===== src/rtl/oled_spi_receiver_if.sv =====
// Signal bundle between an SSD1306-style SPI master and the receiver's byte stream consumer.
// The slave modport is the receiver's view; the master modport drives pins, clears and pops.
interface oled_spi_receiver_if;
    logic        sclk_i;
    logic        sdin_i;
    logic        dc_i;
    logic        cs_i;
    logic        res_i;
    logic        clr_i;
    logic [7:0]  rx_data;
    logic        rx_dc;
    logic        rx_valid;
    logic        rx_ready;
    logic        overflow;
    logic        frame_err;
    logic [15:0] byte_count;

    modport slave (
        input  sclk_i, sdin_i, dc_i, cs_i, res_i, clr_i, rx_ready,
        output rx_data, rx_dc, rx_valid, overflow, frame_err, byte_count
    );

    modport master (
        output sclk_i, sdin_i, dc_i, cs_i, res_i, clr_i, rx_ready,
        input  rx_data, rx_dc, rx_valid, overflow, frame_err, byte_count
    );
endinterface


===== src/rtl/oled_spi_receiver.sv =====
// Oversampling SPI byte receiver for an OLED panel bus, with sticky error flags and a byte counter.
// Define OLED_RX_FIFO_EN for a FIFO_DEPTH-entry receive FIFO; otherwise a single holding register.
//
//   state | meaning
//   IDLE  | chip select high (or panel reset); SCLK edges ignored
//   SHIFT | chip select low; sampling SDIN on each SCLK rising edge
module oled_spi_receiver #(
    parameter int FIFO_DEPTH = 4
) (
    input logic                  clk,
    input logic                  reset,
    oled_spi_receiver_if.slave   bus
);

    typedef enum logic {IDLE, SHIFT} state_t;

    state_t      state;
    state_t      state_next;

    logic [1:0]  sclk_sync;
    logic [1:0]  sdin_sync;
    logic [1:0]  dc_sync;
    logic [1:0]  cs_sync;
    logic [1:0]  res_sync;
    logic        sclk_prev;

    logic        sclk_s;
    logic        sdin_s;
    logic        dc_s;
    logic        cs_s;
    logic        res_s;
    logic        sclk_rise;

    logic [7:0]  shreg;
    logic [2:0]  bit_cnt;
    logic        push_pend;
    logic [8:0]  push_byte;

    logic        do_shift;
    logic        clr_shift;
    logic        set_ferr;

    logic        full;
    logic        pop;
    logic        push_ok;
    logic        ovf_set;
    logic        store_valid;
    logic [8:0]  head;

    logic        overflow;
    logic        frame_err;
    logic [15:0] byte_count;

    always_ff @(posedge clk or posedge reset) begin
        if (reset) begin
            sclk_sync <= 2'b00;
            sdin_sync <= 2'b00;
            dc_sync   <= 2'b00;
            cs_sync   <= 2'b11;
            res_sync  <= 2'b11;
            sclk_prev <= 1'b0;
        end else begin
            sclk_sync <= {sclk_sync[0], bus.sclk_i};
            sdin_sync <= {sdin_sync[0], bus.sdin_i};
            dc_sync   <= {dc_sync[0], bus.dc_i};
            cs_sync   <= {cs_sync[0], bus.cs_i};
            res_sync  <= {res_sync[0], bus.res_i};
            sclk_prev <= sclk_sync[1];
        end
    end

    assign sclk_s    = sclk_sync[1];
    assign sdin_s    = sdin_sync[1];
    assign dc_s      = dc_sync[1];
    assign cs_s      = cs_sync[1];
    assign res_s     = res_sync[1];
    assign sclk_rise = sclk_s && !sclk_prev;

    always_ff @(posedge clk or posedge reset) begin
        if (reset) begin
            state <= IDLE;
        end else begin
            state <= state_next;
        end
    end

    // Panel reset overrides everything and never counts as a framing error.
    always_comb begin
        state_next = state;
        do_shift   = 1'b0;
        clr_shift  = 1'b0;
        set_ferr   = 1'b0;
        if (!res_s) begin
            state_next = IDLE;
            clr_shift  = 1'b1;
        end else begin
            case (state)
                IDLE: begin
                    if (!cs_s) begin
                        state_next = SHIFT;
                    end
                end
                SHIFT: begin
                    if (cs_s) begin
                        state_next = IDLE;
                        clr_shift  = 1'b1;
                        set_ferr   = (bit_cnt != 3'd0);
                    end else if (sclk_rise) begin
                        do_shift = 1'b1;
                    end
                end
                default: state_next = IDLE;
            endcase
        end
    end

    // The completed byte is staged for one cycle before it reaches the store.
    always_ff @(posedge clk or posedge reset) begin
        if (reset) begin
            shreg     <= 8'h00;
            bit_cnt   <= 3'd0;
            push_pend <= 1'b0;
            push_byte <= 9'h000;
        end else begin
            push_pend <= 1'b0;
            if (clr_shift) begin
                shreg   <= 8'h00;
                bit_cnt <= 3'd0;
            end else if (do_shift) begin
                shreg   <= {shreg[6:0], sdin_s};
                bit_cnt <= bit_cnt + 3'd1;
                if (bit_cnt == 3'd7) begin
                    push_pend <= 1'b1;
                    push_byte <= {dc_s, shreg[6:0], sdin_s};
                end
            end
        end
    end

    assign pop     = store_valid && bus.rx_ready;
    assign push_ok = push_pend && res_s && (!full || pop);
    assign ovf_set = push_pend && res_s && full && !pop;

`ifdef OLED_RX_FIFO_EN
    localparam int AW = (FIFO_DEPTH > 1) ? $clog2(FIFO_DEPTH) : 1;
    localparam logic [AW:0] FULL_CNT = (AW+1)'(FIFO_DEPTH);

    logic [8:0]    mem [FIFO_DEPTH];
    logic [AW-1:0] rd_ptr;
    logic [AW-1:0] wr_ptr;
    logic [AW:0]   count;

    assign full        = (count == FULL_CNT);
    assign store_valid = (count != '0);
    assign head        = mem[rd_ptr];

    always_ff @(posedge clk or posedge reset) begin
        if (reset) begin
            for (int i = 0; i < FIFO_DEPTH; i++) begin
                mem[i] <= 9'h000;
            end
            rd_ptr <= '0;
            wr_ptr <= '0;
            count  <= '0;
        end else if (!res_s) begin
            for (int i = 0; i < FIFO_DEPTH; i++) begin
                mem[i] <= 9'h000;
            end
            rd_ptr <= '0;
            wr_ptr <= '0;
            count  <= '0;
        end else begin
            // When full, a simultaneous pop frees the slot the push overwrites.
            if (push_ok) begin
                mem[wr_ptr] <= push_byte;
                wr_ptr      <= wr_ptr + 1'b1;
            end
            if (pop) begin
                rd_ptr <= rd_ptr + 1'b1;
            end
            if (push_ok && !pop) begin
                count <= count + 1'b1;
            end else if (pop && !push_ok) begin
                count <= count - 1'b1;
            end
        end
    end
`else
    localparam int DEPTH = (FIFO_DEPTH > 0) ? 1 : 1;

    logic [8:0] hold;
    logic       hold_valid;

    assign full        = hold_valid && (DEPTH == 1);
    assign store_valid = hold_valid;
    assign head        = hold;

    always_ff @(posedge clk or posedge reset) begin
        if (reset) begin
            hold       <= 9'h000;
            hold_valid <= 1'b0;
        end else if (!res_s) begin
            hold       <= 9'h000;
            hold_valid <= 1'b0;
        end else if (push_ok) begin
            hold       <= push_byte;
            hold_valid <= 1'b1;
        end else if (pop) begin
            hold_valid <= 1'b0;
        end
    end
`endif

    // A set event in the same cycle as clr_i takes priority for the flags.
    always_ff @(posedge clk or posedge reset) begin
        if (reset) begin
            overflow   <= 1'b0;
            frame_err  <= 1'b0;
            byte_count <= 16'h0000;
        end else begin
            if (set_ferr) begin
                frame_err <= 1'b1;
            end else if (bus.clr_i) begin
                frame_err <= 1'b0;
            end
            if (ovf_set) begin
                overflow <= 1'b1;
            end else if (bus.clr_i) begin
                overflow <= 1'b0;
            end
            if (bus.clr_i) begin
                byte_count <= push_ok ? 16'h0001 : 16'h0000;
            end else if (push_ok) begin
                byte_count <= byte_count + 16'h0001;
            end
        end
    end

    assign bus.rx_data    = head[7:0];
    assign bus.rx_dc      = head[8];
    assign bus.rx_valid   = store_valid;
    assign bus.overflow   = overflow;
    assign bus.frame_err  = frame_err;
    assign bus.byte_count = byte_count;

endmodule


===== src/flat_wrapper.sv =====
// flat-port wrapper written by rule: the top's interface ports become plain ports
module oled_spi_receiver_flat 
#(
    parameter int FIFO_DEPTH = 4
)
  (clk, reset, bus_sclk_i, bus_sdin_i, bus_dc_i, bus_cs_i, bus_res_i, bus_clr_i, bus_rx_ready, bus_rx_data, bus_rx_dc, bus_rx_valid, bus_overflow, bus_frame_err, bus_byte_count);
  oled_spi_receiver_if bus_i ();
  input logic clk;
  input logic reset;
  input wire logic [$bits(bus_i.sclk_i)-1:0] bus_sclk_i;
  input wire logic [$bits(bus_i.sdin_i)-1:0] bus_sdin_i;
  input wire logic [$bits(bus_i.dc_i)-1:0] bus_dc_i;
  input wire logic [$bits(bus_i.cs_i)-1:0] bus_cs_i;
  input wire logic [$bits(bus_i.res_i)-1:0] bus_res_i;
  input wire logic [$bits(bus_i.clr_i)-1:0] bus_clr_i;
  input wire logic [$bits(bus_i.rx_ready)-1:0] bus_rx_ready;
  output wire logic [$bits(bus_i.rx_data)-1:0] bus_rx_data;
  output wire logic [$bits(bus_i.rx_dc)-1:0] bus_rx_dc;
  output wire logic [$bits(bus_i.rx_valid)-1:0] bus_rx_valid;
  output wire logic [$bits(bus_i.overflow)-1:0] bus_overflow;
  output wire logic [$bits(bus_i.frame_err)-1:0] bus_frame_err;
  output wire logic [$bits(bus_i.byte_count)-1:0] bus_byte_count;
  assign bus_i.sclk_i = bus_sclk_i;
  assign bus_i.sdin_i = bus_sdin_i;
  assign bus_i.dc_i = bus_dc_i;
  assign bus_i.cs_i = bus_cs_i;
  assign bus_i.res_i = bus_res_i;
  assign bus_i.clr_i = bus_clr_i;
  assign bus_i.rx_ready = bus_rx_ready;
  assign bus_rx_data = bus_i.rx_data;
  assign bus_rx_dc = bus_i.rx_dc;
  assign bus_rx_valid = bus_i.rx_valid;
  assign bus_overflow = bus_i.overflow;
  assign bus_frame_err = bus_i.frame_err;
  assign bus_byte_count = bus_i.byte_count;
  oled_spi_receiver #(.FIFO_DEPTH(FIFO_DEPTH)) u_core (.clk(clk), .reset(reset), .bus(bus_i));
endmodule

===== config.mk =====
export PLATFORM = sky130hd
export DESIGN_NAME = oled_spi_receiver_flat
export DESIGN_NICKNAME = d
export VERILOG_FILES = /design/src/rtl/oled_spi_receiver_if.sv /design/src/rtl/oled_spi_receiver.sv /design/src/flat_wrapper.sv
export SDC_FILE = /design/constraint.sdc
export NUM_CORES = 1
export LEC_CHECK = 0
export ABC_AREA = 1
export CORE_MARGIN = 8
export CORE_UTILIZATION = 35
export CTS_BUF_LIST = sky130_fd_sc_hd__clkbuf_16
export CTS_CLUSTER_DIAMETER = 60
export DETAILED_ROUTE_END_ITERATION = 10
export DONT_BUFFER_PORTS = 1
export PLACE_DENSITY = 0.6
export SYNTH_ARGS = -nofsm -noshare
export SYNTH_HDL_FRONTEND = slang
export SYNTH_SLANG_ARGS = --single-unit

===== constraint.sdc =====
create_clock -name clk -period 4 [get_ports clk]
set_input_delay 0.6 -clock clk [delete_from_list [all_inputs] [get_ports clk]]
set_output_delay 0.6 -clock clk [all_outputs]
set_load 0.02 [all_outputs]

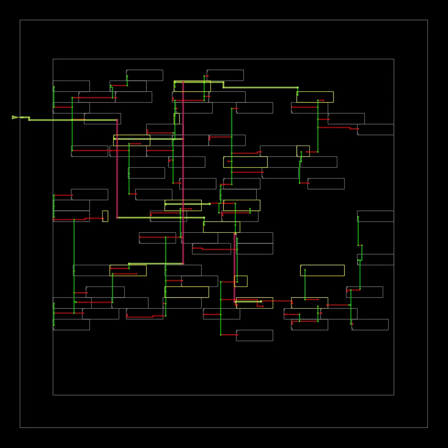
Figure 1: run 1, clock nets.
Num CTS Buffers: 9
Clock Buffer Count: 9
final setup skew: 0.00458 ns

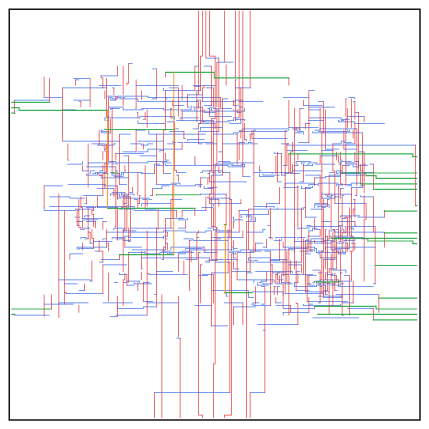
Figure 2: run 1, wiring by layer.
Drawn at 4 px/µm.
red -> metal 2  # wire length 2550 µm
blue -> metal 1  # wire length 2210 µm
orange -> metal 4  # wire length 87.0 µm
green -> metal 3  # wire length 377 µm
total wire length: 5220 µm
vias: 1819

==> results.cfg, run 1 <==
; synthesis and place-and-route metrics
[status]
status = finished, final reports clean

[placed_design]
dp_hpwl_um = 3720
io_buffers = 0
gp_congestion = 0.818

[sta]
tns_ns = 0
post-route-period-util_pct = 46.6
clock.fmax_mhz = 536
worst_pin_slew_ns = 0.633
slew_headroom_pct = 57.8
rsz0062_at_grt = no
hold_slack_ns = 0.0734
drv_slew = 0
setup_viol = 0
post-route-min-period_ns = 1.86

[synth]
synth-area-yosys_um2 = 2610
top_cells_by_area = dfrtp_1 54%, nand2_1 7.8%, inv_1 6.6%
syn_inst = 289
synth_flops = 60
synth_area_leader_cell = dfrtp_1
ys_types = 27
flop_cell = dfrtp_1
ys_seq_share_pct = 57.8
async_flop_share_pct = 100
yosys.area.top_type_share_pct = 53.8
yosysWarnings = 0
edf_count = 0
ys_cells = 289
postSynthNetCount = 302
synth.avg_cell_area_um2 = 9.02

[power_and_ir_drop]
clockPowerShare_pct = 57.2
switchingPower_mw = 0.284
powerDensity_nw_per_um2 = 497
seq_power_share_pct = 41.1
top_power_group = clock
power.leakage_nw = 1.46
powerComb_mw = 0.0245

[setup_path]
cp-end-kind = flip-flop
startpoint_type = flip-flop
worst_path_max_delay_cell = dfstp_2
crit_type = reg2reg
crit_required_ns = 4.21
reg2reg_depth = 7
worstPathMaxFanout = 29
crit_path_end = u_core.bus.byte_count[9]$_DFFE_PP0P_
reg2reg_to = u_core.bus.byte_count[9]$_DFFE_PP0P_
path_common_cell = nand2_1
cp_num_cells = 7
path_delay_family = simple AND/OR/NAND/NOR gates
r2r-start = u_core.res_sync[1]$_DFF_PP1_
worstPathArrival_ns = 2.07
startpoint = u_core.res_sync[1]$_DFF_PP1_
cp_cell_sequence = nand2_1 -> inv_2 -> nand2_2 -> nor2_4 -> nand2_1 -> nor3_1 -> nor2_1

[clocking]
cts_resized = 0
post-cts-setup-buffer-count = 0
path_clk_slew_ns = 0.05
cts_max_level = 3
clockRootBuffer = clkbuf_16
clk_path_buf_depth = 2
cts_hold_buf = 0
clock_sinks = 60
cts_tree = done
clk-insertion-delay-late_ns = 0.32

[floorplan]
die_x_um = 102
std_cell_rows = 31
core_area_um2 = 7210
initCoreUtil_pct = 36.1
chip_area_um2 = 10500

[detailed_routing]
first_pass_iters = 4
ant_nets = 0
top_layer = met4
via_per_inst = 4.57
dr_wl_met2_um = 2550
drc = 0
drt_iter0_markers = 82
wl_met3_um = 376

[global_route]
met1_usage_pct = 12.0
grt_pass1_vias = 1800
antenna_found_initial = 0
overflow = 0
grt_pass1_wl_um = 8830
track_usage_pct = 11.2
grt_max_degree = 51

[final_layout]
syn2layout_area_growth_pct = 16.4
nNetsFinal = 307
final_common_cell = dfrtp_1
lay_top_cells = 56 x dfrtp_1, 54 x nand2_1, 45 x inv_1

[hold_path]
hp-class = in2async

[job]
tool_warnings = 27
maxCapViolations = 0
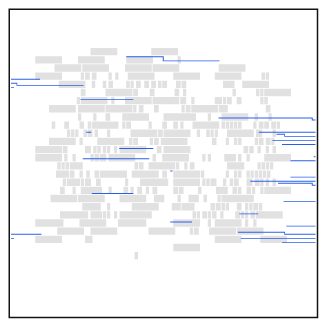
Figure 3: run 1, metal 3.
Drawn at 3 px/µm. Cells faint in the background.
main direction = horizontal
longest straight run = 31.1 µm
nets with wire on the layer = 23
wire length on this layer = 377 µm
share of all routed wire = 7.2%
met3 Track Usage GR: 5.31%

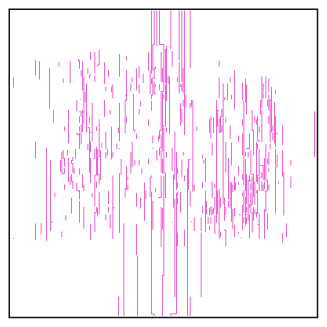
Figure 4: run 1, signal wires on met2.
Drawn at 3 px/µm.
share of all routed wire = 49%
main direction = vertical
longest straight run = 49.1 µm
nets with wire on the layer = 239
met2 Usage GRT: 18.8%

run 1: logic make-up (layout without fill, tap and decap cells):
family                   after synthesis  count (layout)  synth area share [%]
AND/OR/NAND/NOR                      126             126                  22.9
flip-flops                            60              60                  57.8
AND-OR/OR-AND                         44              44                  8.74
buffers and inverters                 55              65                  8.59
adder cells (fa/ha/maj)                4               4                  1.92
run 1: per-stage QoR:
stage | cells | utilization [%] | power (mW) | cell area (µm²) | setup slack (ns)
4_1_cts | 398 | 42.1 | 1.54 | 3030 | 2.15
3_5_place_dp | 382 | 37.3 | 0.657 | 2690 | 2.18
3_3_place_gp | 382 | 37.3 | 0.656 | 2690 | 2.22
5_1_grt | 398 | 42.1 | 1.56 | 3030 | 1.96
6_report | 398 | 42.1 | 1.51 | 3030 | 2.14
2_1_floorplan | 289 | - | 0.649 | 2610 | 1.92
run 1: cell type report:
cell class | instances | area, µm²
Timing Repair Buffer | 1 | 7.51
Inverter | 48 | 180
Fill cell | 732 | 4180
Clock buffer | 9 | 225
Clock inverter | 7 | 115
Sequential cell | 60 | 1510
Multi-Input combinational cell | 174 | 876
Tap cell | 99 | 124
run 1: registers in the layout, summed over array words and instances, names as in the netlist, 2 cells and up:
signal / count
u_core.push_byte: 9
u_core.cs_sync: 2
u_core.sclk_sync: 2
u_core.bus.byte_count: 16
u_core.shreg: 7
u_core.res_sync: 2
u_core.dc_sync: 2
u_core.sdin_sync: 2
u_core.head: 9
u_core.bit_cnt: 3
run 1: synthesized netlist by cell type, types with 3 or more instances:
master   count
o21ai_0     19
ha_1         4
nor2_1      34
nor2_4       4
nor3_1       3
o21ai_1     10
dfstp_2      4
dfrtp_1     56
a21oi_1     12
nand2_1     54
nand3_1     21
inv_1       46
Figure 5. PDN straps and rails (run 1).
Drawn at 4 px/µm. Pins as bars on the die edge. Tap cells in grey.
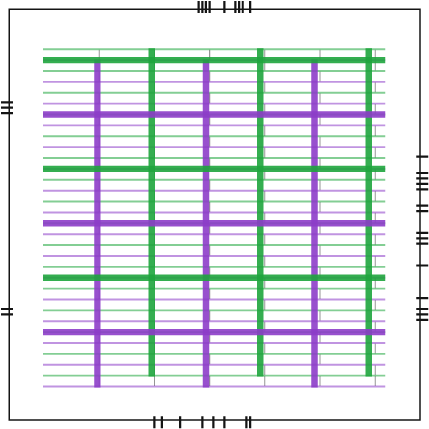

--- run 2 (diff from run 1) ---
Settings changed: PLACE_DENSITY 0.6 to 0.62.
Clock period 4 ns to 1.6 ns, I/O delays scaled along.
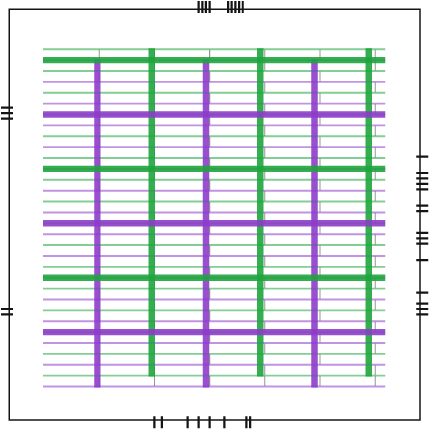
Figure 6: run 2, PDN straps and rails.
Drawn at 4 px/µm. Pins as bars on the die edge. Tap cells in grey.
green -> VDD
purple -> VSS
tap cells = 99
met4 straps = 6
signal pins = 37
core area: 7210 µm²
Worst IR Drop VDD: 0.000585 V

==> results.cfg, run 2 <==
; synthesis and place-and-route metrics
[synth]
top_cells_by_area = dfrtp_1 54%, nand2_1 7.8%, inv_1 6.6%
synth-area-yosys_um2 = 2610
flop_cell = dfrtp_1
synth_area_leader_cell = dfrtp_1
synth_flops = 60
yosys.area.top_type_share_pct = 53.8
ys_types = 27
synth.avg_cell_area_um2 = 9.02
ys_seq_share_pct = 57.8
syn_inst = 289
async_flop_share_pct = 100
edf_count = 0
synth_top_cell_by_count = dfrtp_1

[sta]
slew_headroom_pct = 72.5
clock_skew_ns = 0.00616
hold_slack_ns = 0.0880
drv_slew = 0
tns_ns = 0
rsz0062_at_grt = no
post-route-min-period_ns = 1.42
post-route-period-util_pct = 88.4
worst_pin_slew_ns = 0.412
setup_viol = 0

[clocking]
cts_max_level = 3
clockRootBuffer = clkbuf_16
clk_path_buf_depth = 2
clock_sinks = 60
post-cts-setup-buffer-count = 0
cts_buffers = 9

[final_layout]
syn2layout_area_growth_pct = 20.8
largest-register = u_core.bus.byte_count
comb_area_um2 = 881
final_area_um2 = 3150
lay_top_cells = 56 x dfrtp_1, 54 x nand2_1, 48 x inv_1
nFillCells = 719
nNetsFinal = 329
flop_area_um2 = 1510
largest_reg_flops = 16
final_common_cell = dfrtp_1

[global_route]
grt_pass1_vias = 1850
track_usage_pct = 11.2
antenna_found_initial = 0
overflow = 0
met1_usage_pct = 12.4
use_met2_pct = 18.3
grt_pass1_wl_um = 8830
grt_max_degree = 29

[setup_path]
crit_required_ns = 1.81
reg2reg_depth = 7
worstPathArrival_ns = 1.62
reg2reg_to = u_core.bus.byte_count[9]$_DFFE_PP0P_
worstPathMaxFanout = 15
cp-end-kind = flip-flop
crit_type = reg2reg

[detailed_routing]
num_vias = 1918
dr_wl_met2_um = 2510
drc = 0
wl_met3_um = 344
wirelength_um = 5240
ant_nets = 0
via_per_inst = 4.57
first_pass_iters = 4
top_layer = met4

[placed_design]
dpl_cell_area_um2 = 2830
gp_congestion = 0.778
dp_hpwl_um = 3780
io_buffers = 0

[floorplan]
chip_area_um2 = 10500
initCoreUtil_pct = 36.1
die_x_um = 102

[power_and_ir_drop]
power.leakage_nw = 1.54
p_total_mw = 3.26
powerDensity_nw_per_um2 = 1030
seq_power_share_pct = 47.6

[status]
status = finished, final reports clean

[hold_path]
hp-class = in2reg

[job]
tool_warnings = 27
maxCapViolations = 0
run 2: kinds of logic after synthesis:
family,count (synthesis),share of synthesized area (%)
buffers and inverters,55,8.59
DFF,60,57.8
and+or+nand+nor,126,22.9
adders and majority gates,4,1.92
AOI/OAI and AO/OA,44,8.74
run 2: what timing repair did:
action                                  in CTS  in global routing
endpoints found under the hold margin       19                  0
gates resized                                0                  1
hold buffers                                 6                  0
endpoints found under the setup margin       0                  8
run 2: power by group through the flow:
stage,Combinational (mW),Sequential (mW),Clock [mW]
2_1_floorplan,0.0519,1.57,0
3_3_place_gp,0.0794,1.57,0
3_5_place_dp,0.0798,1.57,0
4_1_cts,0.0922,1.55,1.66
5_1_grt,0.104,1.55,1.73
6_report,0.0893,1.55,1.62
run 2: worst max path at each step:
stage                                                 end  slack, ns  cells past startpoint
floorplan           u_core.bus.byte_count[10]$_DFFE_PP0P_       0.27                      7
global placement     u_core.bus.byte_count[9]$_DFFE_PP0P_       0.11                      7
detailed placement   u_core.bus.byte_count[9]$_DFFE_PP0P_       0.08                      7
CTS                  u_core.bus.byte_count[9]$_DFFE_PP0P_       0.07                      7
global route              u_core.push_byte[6]$_DFFE_PP0P_       0.03                      6
finish               u_core.bus.byte_count[9]$_DFFE_PP0P_       0.18                      7
run 2: final cells by class:
| type | instances | share of cell area [%] |
|---|---|---|
| Clock buffer | 9 | 7.15 |
| Inverter | 48 | 5.84 |
| Sequential cell | 60 | 47.8 |
| Multi-Input combinational cell | 174 | 28.0 |
| Clock inverter | 7 | 0.914 |
| Timing Repair Buffer | 23 | 6.36 |
| Tap cell | 99 | 3.93 |
run 2: critical path, stage by stage, from the launching register on:
cell	delay [ns]
dfstp_2	0.58
nand2_1	0.09
inv_2	0.08
nand2_4	0.13
nor2_4	0.13
nand2_1	0.09
nor3_1	0.14
nor2_1	0.06
Figure 7. Metal 3 (run 2).
Drawn at 3 px/µm. Cells faint in the background.
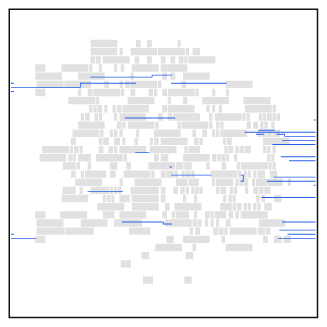

--- run 3 (diff from run 2) ---
Settings changed: CORE_MARGIN 8 to unset.
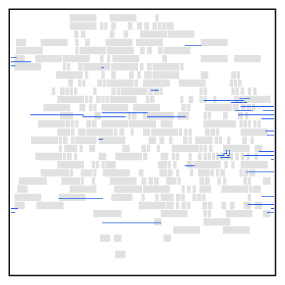
Figure 8: run 3, metal 3.
Drawn at 3 px/µm. Cells faint in the background.
nets with wire on the layer = 27
longest straight run = 19.5 µm
share of all routed wire = 4.6%
wire length on this layer = 230 µm
total wire length: 5010 µm
met3 Track Usage GR: 5.13%

==> results.cfg, run 3 <==
; synthesis and place-and-route metrics
[status]
status = finished, final reports clean

[sta]
tns_ns = 0
setup_viol = 0
slew_headroom_pct = 73.4
clock.fmax_mhz = 690
setup_ws_ns = 0.151
drv_slew = 0
post-route-min-period_ns = 1.45
worst_pin_slew_ns = 0.398
post-route-period-util_pct = 90.6
clock_skew_ns = 0.00529
hold_violations = 0
rsz0062_at_grt = no
hold_slack_ns = 0.0843

[setup_path]
crit_path_end = u_core.bus.byte_count[9]$_DFFE_PP0P_
reg2reg_depth = 7
startpoint = u_core.res_sync[1]$_DFF_PP1_
worstPathMaxFanout = 15
reg2reg_slack_ns = 0.15
reg2reg_to = u_core.bus.byte_count[9]$_DFFE_PP0P_
crit_required_ns = 1.81
crit_type = reg2reg
r2r-start = u_core.res_sync[1]$_DFF_PP1_
startpoint_type = flip-flop
worstPathArrival_ns = 1.66
cp-end-kind = flip-flop

[final_layout]
comb_area_um2 = 881
lay_top_cells = 56 x dfrtp_1, 54 x nand2_1, 46 x inv_1
diodes = 0
final_common_cell = dfrtp_1
nFillCells = 725
largest-register = u_core.bus.byte_count
largest_reg_flops = 16
nNetsFinal = 328
final_layout_size_suffix_gt1_share_pct = 15.0
final_area_um2 = 3180
stdcell_count = 419
syn2layout_area_growth_pct = 22.1
final_util_pct = 44.1
flop_area_um2 = 1510

[power_and_ir_drop]
powerComb_mw = 0.0888
clockPowerShare_pct = 53.3
p_clk_mw = 1.87
switchingPower_mw = 0.742
powerDensity_nw_per_um2 = 1100
switching_share_pct = 21.2
power.leakage_nw = 1.54
seq_power_share_pct = 44.2
p_int_mw = 2.76
p_comb_share_pct = 2.5
pg_seq_mw = 1.55
p_total_mw = 3.51
top_power_group = clock
vdd_drop_max_v = 0.000680

[placed_design]
gp_congestion = 0.777
place_ws_ns = 0.0803
dpl_cell_area_um2 = 2820
dp_hpwl_um = 3570
dp.cells = 397
io_buffers = 0

[global_route]
antenna_found_initial = 0
grt_pass1_wl_um = 8560
overflow = 0
grt_pass1_vias = 1865
grt_max_degree = 29
track_usage_pct = 14.9

[synth]
syn_area_um2 = 2610
synth-area-yosys_um2 = 2610
yosys.area.top_type_share_pct = 53.8
postSynthNetCount = 302
common_cells = 56 x dfrtp_1, 54 x nand2_1, 46 x inv_1
synth_top_cell_by_count = dfrtp_1
synth.avg_cell_area_um2 = 9.02
edf_count = 0
top_cells_by_area = dfrtp_1 54%, nand2_1 7.8%, inv_1 6.6%
ys_cells = 289
syn_inst = 289
synth_area_leader_cell = dfrtp_1
ys_seq_share_pct = 57.8
synth_flops = 60
async_flop_share_pct = 100
flop_cell = dfrtp_1
yosysWarnings = 0
ys_types = 27

[floorplan]
std_cell_rows = 31
chip_area_um2 = 7800
die_x_um = 88.3
die_h_um = 88.3
initCoreUtil_pct = 36.1
ios = 37
core_area_um2 = 7210

[clocking]
clk-insertion-delay-late_ns = 0.33
cts_max_level = 3
clockRootBuffer = clkbuf_16
post-cts-setup-buffer-count = 0
clk_path_buf_depth = 2
path_clk_slew_ns = 0.05
cts_buffers = 9
cts_tree = done
clock_sinks = 60

[hold_path]
min_from = bus_rx_ready
hp-class = in2reg

[detailed_routing]
first_pass_iters = 4
num_vias = 1928
ant_nets = 0
drc = 0
drt_iter0_markers = 94
via_per_inst = 4.60
wl_per_cell_um = 11.9

[job]
tool_warnings = 27
maxCapViolations = 0
-- run 3: kinds of logic after synthesis --
logic type | Yosys count | synth area share [%]
compound gates | 44 | 8.74
fa+ha+maj | 4 | 1.92
buf+inv | 55 | 8.59
flops | 60 | 57.8
simple gates | 126 | 22.9
-- run 3: worst max-delay path, stage by stage, from the launching register on --
cell and delay [ns]:
dfstp_2 0.59, nand2_1 0.09, inv_2 0.09, nand2_4 0.13, nor2_4 0.13, nand2_1 0.10
nor3_1 0.14, nor2_1 0.06
-- run 3: how the worst min path moves through the flow --
stage / end / slack (ns) / cells after the start
2_1_floorplan: u_core.cs_sync[0]$_DFF_PP1_ / 0.24 / 0
3_3_place_gp: u_core.bus.frame_err$_DFFE_PP0P_ / 0.13 / 1
3_5_place_dp: u_core.head[7]$_DFFE_PP0P_ / 0.13 / 1
4_1_cts: u_core.bus.rx_valid$_DFFE_PP0P_ / 0.08 / 3
5_1_grt: u_core.bus.rx_valid$_DFFE_PP0P_ / 0.12 / 3
6_report: u_core.bus.rx_valid$_DFFE_PP0P_ / 0.08 / 3
-- run 3: area by class of cell --
cell class | count | share of cell area [%]
clock buffer | 9 | 7.08
clock inverter | 7 | 2.16
inverter | 48 | 5.78
multi-input combinational | 174 | 27.7
sequential | 60 | 47.3
tap | 99 | 3.89
timing repair buffer | 22 | 6.06
-- run 3: metal layers --
| layer | vias up | global-route usage, % | wire length [µm] |
|---|---|---|---|
| li1 | 964 | - | - |
| met1 | 905 | 17.7 | 2210 |
| met2 | 49 | 24.2 | 2460 |
| met3 | 10 | 5.13 | 230 |
| met4 | 0 | 7.48 | 109 |
| met5 | - | 0 | 0 |
-- run 3: repair_timing --
action                                  CTS  global route
gates resized                             0             1
hold buffers                              6             0
hold endpoints to repair                 18             0
endpoints found under the setup margin    0            11
Power figures rest on the tool's default switching activity, not on a simulated workload.
